==> images/flops_by_reg.png <==
Other sequential cells in the stronger gray, the rest of the logic in the fainter gray.
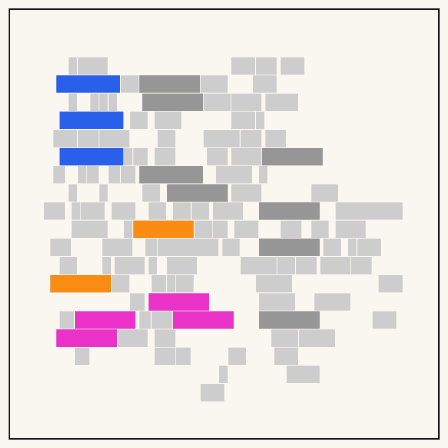
==> images/wires.png <==
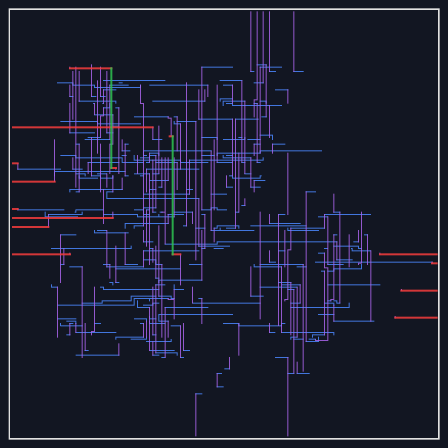
==> images/clocks.png <==
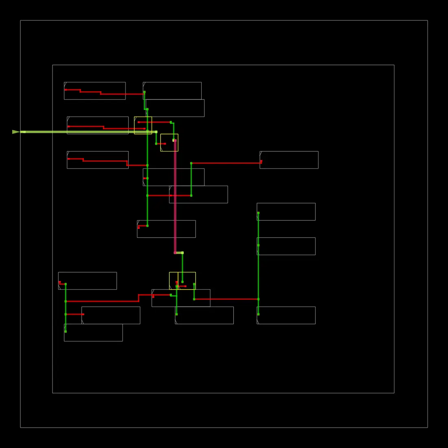
==> images/io_placement.png <==
Pins as bars across the die edge, other pins in gray.
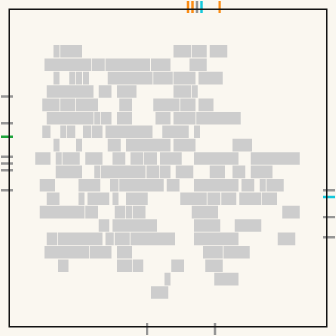
==> images/logic_types.png <==
Scale bar: 20 um.
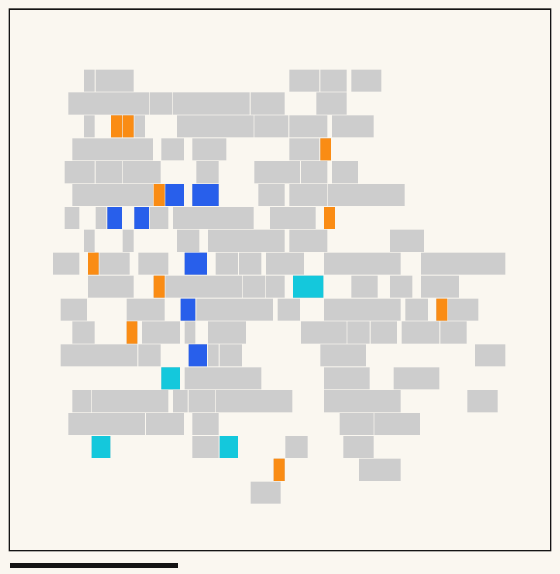
===== config.mk =====
export PLATFORM = sky130hd
export DESIGN_NAME = vend_arbiter
export DESIGN_NICKNAME = d
export VERILOG_FILES = /design/src/rtl/vend_arbiter_pkg.sv /design/src/rtl/vend_arbiter_tff.sv /design/src/rtl/vend_arbiter.sv
export SDC_FILE = /design/constraint.sdc
export NUM_CORES = 1
export LEC_CHECK = 0
export CAP_MARGIN = 40
export CORE_MARGIN = 5
export CORE_UTILIZATION = 35
export CTS_CLUSTER_SIZE = 25
export DETAILED_ROUTE_END_ITERATION = 6
export PLACE_DENSITY = 0.7
export SLEW_MARGIN = 20
export SYNTH_ARGS = -nofsm -noshare
export SYNTH_HDL_FRONTEND = slang
export SYNTH_SLANG_ARGS = --single-unit

===== constraint.sdc =====
create_clock -name clk -period 2.1 [get_ports clk]
set_input_delay 0.63 -clock clk [delete_from_list [all_inputs] [get_ports clk]]
set_output_delay 0.63 -clock clk [all_outputs]
set_load 0.01 [all_outputs]

===== src/rtl/vend_arbiter_pkg.sv =====
// Shared definitions for the two-requester vending arbiter: FSM encodings and
// the credit-update rule used by both per-requester counters.
package vend_arbiter_pkg;

    localparam logic [1:0] ST_IDLE     = 2'd0;
    localparam logic [1:0] ST_GRANT    = 2'd1;
    localparam logic [1:0] ST_DISPENSE = 2'd2;
    localparam logic [1:0] ST_DONE     = 2'd3;

    // A charge only happens for a requester whose credit already covers the
    // price, so charge-plus-coin can never overflow; plain coins saturate at 7.
    function automatic logic [2:0] creditNext(
        input logic [2:0] cur,
        input logic       charge,
        input logic [2:0] price,
        input logic       coinIn
    );
        logic [2:0] base;
        base = charge ? (cur - price) : cur;
        if (coinIn && (base != 3'd7)) begin
            return base + 3'd1;
        end
        return base;
    endfunction

endpackage


===== src/rtl/vend_arbiter_tff.sv =====
// Toggle flip-flop cell with asynchronous active-high reset to a fixed value.
module vend_arbiter_tff #(
    parameter logic RESET_VAL = 1'b0
) (
    input  logic clk,
    input  logic reset,
    input  logic t,
    output logic q
);

    always_ff @(posedge clk or posedge reset) begin
        if (reset) begin
            q <= RESET_VAL;
        end else if (t) begin
            q <= ~q;
        end
    end

endmodule


===== src/rtl/vend_arbiter.sv =====
// Two-requester vending arbiter: per-requester coin credit, shared stock and a
// Moore FSM that grants one vend at a time with alternating priority on ties.
module vend_arbiter
    import vend_arbiter_pkg::*;
#(
    parameter int unsigned PRICE      = 3,
    parameter int unsigned DISP_CYC   = 4,
    parameter int unsigned STOCK_INIT = 7
) (
    input  logic       clk,
    input  logic       reset,
    input  logic [1:0] coin,
    input  logic [1:0] req,
    input  logic       refill,
    output logic [1:0] grant,
    output logic       dispense,
    output logic [2:0] credit0,
    output logic [2:0] credit1,
    output logic       empty,
    output logic       busy
);

    localparam logic [2:0] PRICE3    = 3'(PRICE);
    localparam logic [2:0] STOCK3    = 3'(STOCK_INIT);
    localparam logic [3:0] DISP_LAST = 4'(DISP_CYC - 1);

    logic [1:0] state;
    logic [1:0] nextState;
    logic       winner;
    logic       nextWinner;
    logic       lastServed;
    logic [1:0] eligible;
    logic       startVend;
    logic       commit;
    logic [2:0] stock;
    logic [3:0] dispCnt;

    assign eligible[0] = req[0] && (credit0 >= PRICE3);
    assign eligible[1] = req[1] && (credit1 >= PRICE3);
    assign startVend   = (state == ST_IDLE) && (|eligible) && (stock != 3'd0);
    assign commit      = (state == ST_GRANT);

    // On a tie the requester that was not served most recently wins.
    always_comb begin
        nextWinner = winner;
        if (startVend) begin
            nextWinner = (eligible == 2'b11) ? ~lastServed : eligible[1];
        end
    end

    always_comb begin
        nextState = state;
        case (state)
            ST_IDLE:     if (startVend) nextState = ST_GRANT;
            ST_GRANT:    nextState = ST_DISPENSE;
            ST_DISPENSE: if (dispCnt == DISP_LAST) nextState = ST_DONE;
            ST_DONE:     nextState = ST_IDLE;
            default:     nextState = ST_IDLE;
        endcase
    end

    // State, winner and last-served pointer are toggle cells: each toggles
    // exactly when its next value differs from the current one.
    for (genvar b = 0; b < 2; b++) begin : g_state
        vend_arbiter_tff #(.RESET_VAL(ST_IDLE[b])) u_state_ff (
            .clk   (clk),
            .reset (reset),
            .t     (state[b] ^ nextState[b]),
            .q     (state[b])
        );
    end

    vend_arbiter_tff #(.RESET_VAL(1'b0)) u_winner_ff (
        .clk   (clk),
        .reset (reset),
        .t     (winner ^ nextWinner),
        .q     (winner)
    );

    vend_arbiter_tff #(.RESET_VAL(1'b1)) u_last_ff (
        .clk   (clk),
        .reset (reset),
        .t     ((state == ST_DONE) && (winner != lastServed)),
        .q     (lastServed)
    );

    always_ff @(posedge clk or posedge reset) begin
        if (reset) begin
            credit0 <= 3'd0;
            credit1 <= 3'd0;
        end else begin
            credit0 <= creditNext(credit0, commit && !winner, PRICE3, coin[0]);
            credit1 <= creditNext(credit1, commit &&  winner, PRICE3, coin[1]);
        end
    end

    // Refill is only honoured while idle, so it can never race a commit.
    always_ff @(posedge clk or posedge reset) begin
        if (reset) begin
            stock <= STOCK3;
        end else if ((state == ST_IDLE) && refill) begin
            stock <= STOCK3;
        end else if (commit) begin
            stock <= stock - 3'd1;
        end
    end

    always_ff @(posedge clk or posedge reset) begin
        if (reset) begin
            dispCnt <= 4'd0;
        end else if (state == ST_DISPENSE) begin
            dispCnt <= dispCnt + 4'd1;
        end else begin
            dispCnt <= 4'd0;
        end
    end

    assign grant    = (state == ST_GRANT) ? (winner ? 2'b10 : 2'b01) : 2'b00;
    assign dispense = (state == ST_DISPENSE);
    assign busy     = (state != ST_IDLE);
    assign empty    = (stock == 3'd0);

endmodule


==> reports/qor.json <==
{
  "run_status": {
    "outcome": "completed"
  },
  "final_timing": {
    "timing.fmax_mhz": 479,
    "post-route-min-period_ps": 2090,
    "timing.final.crit_share": 0.994,
    "setup_repair_after_global_routing_missed_its_margin": "true"
  },
  "min_path": {
    "hold_path_depth": 1,
    "hold_path_startpoint": "dispCnt[0]$_DFF_PP0_"
  },
  "yosys": {
    "synth.net_count": 111,
    "synth_largest_type_area_fraction": 0.317,
    "enable_flop_cells": 0,
    "netlist_top_cells_count": "sky130_fd_sc_hd__ha_1 (16), sky130_fd_sc_hd__dfrtp_1 (13), sky130_fd_sc_hd__inv_1 (10), sky130_fd_sc_hd__nand2_1 (7)",
    "ff_type": "sky130_fd_sc_hd__dfrtp_1",
    "netlist.top_cell.by_instances": "sky130_fd_sc_hd__ha_1"
  },
  "drt": {
    "final_antenna_net_count": 0,
    "post-route-drc-count": 0,
    "routed_via_count_divided_by_cell_count": 4.93,
    "routed_wirelength_mm": 1.93
  },
  "clock_tree": {
    "cts-root-buf": "sky130_fd_sc_hd__clkbuf_4",
    "cts.path.max_buffers": 2,
    "clk_pin_slew_ps": 100
  },
  "global_route": {
    "maximum_number_of_pins_on_one_net_before_global_route_repair": 18,
    "grt_busiest_layer": "met2",
    "grt.met3_usage": 0.0298,
    "grtUsageMet1": 0.115
  },
  "cells_and_area": {
    "filler_cell_count": 249
  },
  "setup_path": {
    "critPathMostFrequentCell": "sky130_fd_sc_hd__ha_2",
    "worstPathCellList": "buf_4 > ha_4 > and2b_4 > buf_6 > xor2_4 > ha_2 > ha_2 > nand2b_4 > mux2_2",
    "critPathLaunch": "g_state[0].u_state_ff.q$_DFFE_PP0P_",
    "setup.worst_path.end": "credit0[2]$_DFF_PP0_",
    "worstSetupPathDepth": 9,
    "r2r_path_start": "g_state[0].u_state_ff.q$_DFFE_PP0P_"
  },
  "floorplanning": {
    "io_pins": 18,
    "full_die_area_sq_mm": 0.00411,
    "initial_utilization": 0.369
  },
  "power": {
    "cellPowerDensity_mw_per_mm2": 1420,
    "powerClk_mw": 0.173
  },
  "run": {
    "cap_viol_max_count": 0
  }
}
About flops_by_reg.png:
| color | name in the netlist | sequential cells |
|---|---|---|
| blue | `stock` | 3 |
| orange | `g_state.u_state_ff.q` | 2 |
| magenta | `dispCnt` | 4 |
not colored: 8

About wires.png:
| color | layer | wire length |
|---|---|---|
| red | metal 3 | 86.2 um |
| purple | metal 2 | 1,010 um |
| blue | metal 1 | 804 um |
| green | metal 4 | 32.6 um |
All-Layer GR Usage: 0.104
number of vias in the routed layout: 744

About clocks.png:
cts bufs inserted: 3
insertion delay at the late pin of the worst-skew pair: 290 ps
clk sink count: 17
Clock Buffer Count: 4
Seq Cell Count: 17

About io_placement.png:
| color | port | pins | direction | edge |
|---|---|---|---|---|
| cyan | `grant` | 2 | output | 1 east, 1 north |
| orange | `credit1` | 3 | output | north |
| green | `refill` | 1 | input | west |
number of input and output port buffers inserted: 17
height of the chip: 64.1 um
Die Span X: 64.1 um

About logic_types.png:
| color | family | cells | most used |
|---|---|---|---|
| blue | inverting AOI/OAI gates | 7 | o21ai_0 |
| cyan | AND and OR gates | 4 | and2_1 |
| orange | inverters | 10 | inv_1 |

-- registers in the layout, indices dropped and copies added (netlist names) --
name                  flops
dispCnt                   4
credit0                   3
credit1                   3
stock                     3
g_state.u_state_ff.q      2
u_last_ff.q               1
u_winner_ff.q             1
-- kinds of logic (layout without fill, tap and decap cells) --
logic type,after synthesis,in the layout,share of synthesized area
simple gates,19,19,0.105
xor+xnor,7,7,0.0671
buf+inv,11,43,0.0402
mux,9,9,0.113
flops,17,17,0.420
compound gates,9,9,0.0598
fa+ha+maj,16,16,0.195
-- per-layer routing --
| layer | up-vias | part of all wire |
|---|---|---|
| met5 | - | 0 |
| met4 | 0 | 0.017 |
| met3 | 4 | 0.045 |
| met2 | 15 | 0.52 |
| met1 | 361 | 0.42 |
| li1 | 364 | - |
-- metrics by stage --
step | cell area (sq um) | instances | setup slack [ps] | hold slack [ps] | TNS, ps
final | 1390 | 151 | 12.9 | 468 | 0
after global routing | 1390 | 151 | -52.8 | 481 | -103
after CTS | 1340 | 148 | 3.97 | 471 | 0
after detailed placement | 1300 | 142 | 36.7 | 457 | 0
after global placement | 1300 | 142 | 49.1 | 446 | 0
after floorplan | 1040 | 88 | 11.4 | 432 | 0
-- area by class of cell --
| class | instances | area (sq um) | share of cell area |
|---|---|---|---|
| Timing Repair Buffer | 29 | 254 | 0.183 |
| Tap cell | 31 | 38.8 | 0.0279 |
| Sequential cell | 17 | 430 | 0.309 |
| Inverter | 10 | 37.5 | 0.0270 |
| Multi-Input combinational cell | 60 | 604 | 0.434 |
| Clock buffer | 4 | 26.3 | 0.0189 |
-- timing repair --
item	4_1_cts	5_1_grt
buffers inserted	2	3
setup endpoints to repair	5	8
gates resized	9	8
hold buffers	0	0
pin swaps	0	3
endpoints found under the hold margin	0	0
cloned	0	0
Power and IR drop assume default switching activity.
